File: config.mk
export PLATFORM = sky130hd
export DESIGN_NAME = i2c_bus_cond
export DESIGN_NICKNAME = d
export VERILOG_FILES = /design/src/rtl/i2c_bus_cond.sv
export SDC_FILE = /design/constraint.sdc
export NUM_CORES = 1
export LEC_CHECK = 0
export CORE_AREA = 2 2 39 41
export CTS_BUF_LIST = sky130_fd_sc_hd__clkbuf_8
export CTS_CLUSTER_SIZE = 40
export DETAILED_ROUTE_END_ITERATION = 8
export DIE_AREA = 0 0 41 43
export DONT_BUFFER_PORTS = 1
export PLACE_DENSITY = 0.46
export SETUP_SLACK_MARGIN = 0.1
export SYNTH_ARGS = -nofsm -noshare
export SYNTH_HDL_FRONTEND = slang
export SYNTH_SLANG_ARGS = --single-unit
export TNS_END_PERCENT = 100
File: constraint.sdc
create_clock -name clk_i -period 2.5 [get_ports clk_i]
set_input_delay 0.5 -clock clk_i [delete_from_list [all_inputs] [get_ports clk_i]]
set_output_delay 0.5 -clock clk_i [all_outputs]
set_load 0.005 [all_outputs]
File: src/rtl/i2c_bus_cond.sv
// i2c_bus_cond: SCL/SDA synchroniser and bus-condition detector.
// Ports: clk_i, rst_i, scl_i, sda_i in; sda_o level and one-cycle
// scl_rise_o, scl_fall_o, start_o, stop_o pulses, all aligned.
module i2c_bus_cond #(
  parameter int SyncStages = 2
) (
  input  logic clk_i,
  input  logic rst_i,
  input  logic scl_i,
  input  logic sda_i,
  output logic sda_o,
  output logic scl_rise_o,
  output logic scl_fall_o,
  output logic start_o,
  output logic stop_o
);

  if (SyncStages < 2) begin : g_bad_sync
    $error("SyncStages must be at least 2");
  end

  logic [SyncStages-1:0] scl_sync;
  logic [SyncStages-1:0] sda_sync;
  logic                  scl_s;
  logic                  sda_s;
  logic                  scl_q;
  logic                  sda_q;

  assign scl_s = scl_sync[SyncStages-1];
  assign sda_s = sda_sync[SyncStages-1];
  // Previous level is delayed by the pulse register, so it lines
  // up with the edge/condition pulses below.
  assign sda_o = sda_q;

  // Reset to the idle-bus level so release never fakes an edge.
  always_ff @(posedge clk_i or posedge rst_i) begin
    if (rst_i) begin
      scl_sync   <= '1;
      sda_sync   <= '1;
      scl_q      <= 1'b1;
      sda_q      <= 1'b1;
      scl_rise_o <= 1'b0;
      scl_fall_o <= 1'b0;
      start_o    <= 1'b0;
      stop_o     <= 1'b0;
    end else begin
      scl_sync   <= {scl_sync[SyncStages-2:0], scl_i};
      sda_sync   <= {sda_sync[SyncStages-2:0], sda_i};
      scl_q      <= scl_s;
      sda_q      <= sda_s;
      scl_rise_o <= scl_s & ~scl_q;
      scl_fall_o <= ~scl_s & scl_q;
      start_o    <= scl_s & scl_q & sda_q & ~sda_s;
      stop_o     <= scl_s & scl_q & ~sda_q & sda_s;
    end
  end

endmodule

==> out/notes.md <==
## Global routing
• **antenna violations before repair** 0
• **via count of the first global-routing pass** 162
• **final global-route overflow total** 0

## Clock tree
• **post-cts resize count** 0
• **clock insertion delay at the later pin of the skew report** 0.23 ns
• **clock-pin slew on the worst setup and hold paths** 0.05 ns
• **clock sink total** 10

## Final layout
• **total inserted antenna cells** 0
• **layout cells sized above 1** 0.474
• **finished layout cell area** 359 um2
• **fin nets** 24
• **Area growth syn-to-layout** 22.1%

## Power and ir drop
• **Internal Pwr Total** 282 uW
• **Leak** 0.165 nW
• **power density relative to cell area** 963 nW/um2
• **Sw Pwr** 63.5 uW

## Route
• **Detailed Routing Iterations Pass 1** 1
• **1st-iter DRT viols** 0
• **post-DR wirelength/cell** 11.9 um
• **ANT nets after route** 0

## Final timing
• **period utilization** 0.508
• **Max transition margin** 0.760
• **number of endpoints with negative hold slack in the final report** 0
• **max-slew violation count** 0
• **Slew @ Worst Pin** 0.359 ns
• **unrepaired setup endpoints after global routing** false

## Critical path
• **crit path from** sda_o
• **Critical R2R Launch** sda_o

## Floorplanning
• **chip height** 43 um

## Logic synthesis
• **share of flip-flops with an asynchronous set or reset after synthesis** 1.00
• **number of distinct standard cells referenced by the synthesized netlist** 5
• **post-synthesis sequential element count** 10
• **Post-Syn Instances** 15
• **dominant register cell** dfstp_2

## Outcome
• **status** finished clean

-- layout by cell type (no fill, tap or decap) --
cell type / synthesis / final
and4b_1: 2 / 2
clkbuf_8: 0 / 3
dfrtp_1: 4 / 4
dfstp_2: 6 / 6
inv_1: 1 / 2
nor2b_1: 2 / 2
-- power by group through the flow --
stage                     clock (mW)  sequential (mW)  combinational [mW]
after CTS                      0.173            0.179             0.00565
after detailed placement           0            0.181             0.00565
after global routing           0.185            0.180             0.00635
after floorplan                    0            0.179             0.00438
final                          0.162            0.178             0.00522
after global placement             0            0.180             0.00487
-- sequential cells by signal, summed over array words and instances, names as in the netlist --
| signal | cells |
|---|---|
| scl_sync | 2 |
| sda_sync | 2 |
| scl_fall_o | 1 |
| scl_q | 1 |
| scl_rise_o | 1 |
| sda_o | 1 |
| start_o | 1 |
| stop_o | 1 |
-- worst paths after layout --
kind                                to  slack [ns]  depth (start not counted)
max in group asynchronous        sda_o        2.07                          1
hold reg to reg            scl_sync[1]        0.35                          0
min in group clk_i         scl_sync[0]        0.27                          0
hold / removal              scl_fall_o        0.13                          1
setup / recovery                 sda_o        1.23                          0
setup reg to reg                stop_o        1.64                          1
-- cell families after synthesis --
| group | count (synthesis) | share of synthesized area |
|---|---|---|
| and+or+nand+nor | 4 | 0.111 |
| buffers and inverters | 1 | 0.0128 |
| DFF | 10 | 0.877 |
-- cell type report --
type	count	share of cell area
multi-input cells	4	0.0906
well taps	16	0.0557
clock inverters	1	0.0105
clock buffers	3	0.115
inverters	1	0.0105
flip-flops and latches	10	0.718
-- through the flow --
step                total power [mW]  hold WS, ns  worst slack (ns)  instances   util
detailed placement             0.186        0.350              1.47         31  0.227
global route                   0.371        0.140              1.20         35  0.259
CTS                            0.358        0.132              1.22         35  0.259
finish                         0.346        0.125              1.23         35  0.259
floorplan                      0.184        0.336              1.49         15      -
global placement               0.185        0.346              1.48         31  0.227
-- per-layer routing --
| layer | track usage | part of all wire | vias to the layer above |
|---|---|---|---|
| li1 | - | - | 55 |
| met1 | 0.0698 | 0.36 | 67 |
| met2 | 0.0969 | 0.51 | 9 |
| met3 | 0.0628 | 0.12 | 0 |
| met4 | 0.0600 | 0 | 0 |
| met5 | 0 | 0 | - |
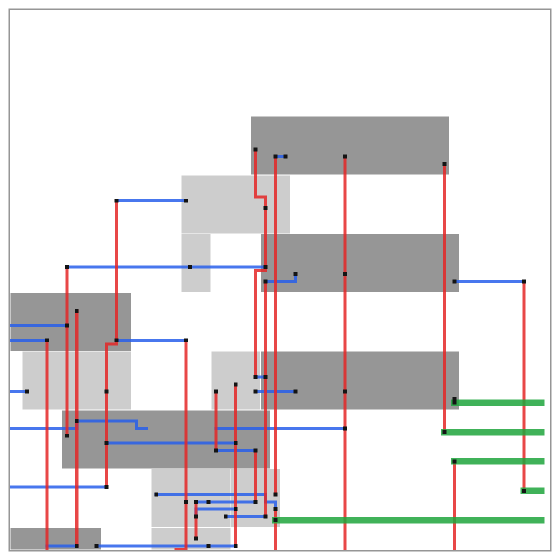
(close-up of the layout)
Window x 16 to 41, y 18 to 43 um. Cells in gray, sequential cells in the stronger gray; small squares are vias.
blue -> met1
red -> met2
green -> met3
sequential cells in the window = 5
cells with their middle in the window = 11
most frequent = dfrtp_1 (3)

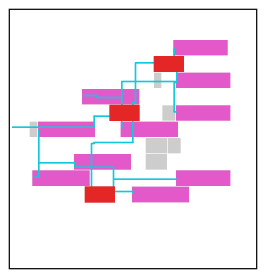
(clock network drawn from the DEF)
Drawn at 6 px/um.
cyan -> clock wires  # length 127 um
magenta -> flip-flops  # count 10
red -> cells driving clock nets  # count 3
routed clock nets = 4
worst clock skew: 0.00280 ns
clock-net power: 162 uW
part of the power in the clock network: 0.469

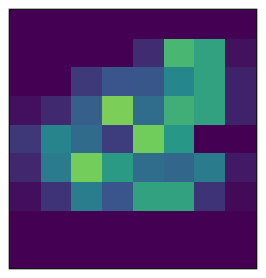
(cell area per tile)
Drawn at 6 px/um. 8 x 9 tiles, from dark purple (low) to yellow (high), 0 to 100% covered.
emptiest ninth of the die = north-west
mean over tiles = 19%
nearly empty tiles = 44%
densest ninth of the die = center
tiles over 75% full = 4.2%
fullest tile = 80%
Layout Utilization: 0.259
area of the core: 1380 um2
Initial Util: 0.212

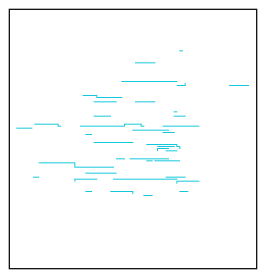
(the metal 1 layer)
Drawn at 6 px/um.
longest straight run = 10.6 um
share of all routed wire = 36%
nets with wire on the layer = 17
wire length on this layer = 151 um
Total Routed Length: 416 um
M1 GR Usage: 0.0698
number of vias after detailed routing: 131

No activity file was given, so power comes from the tool's default toggle rates.
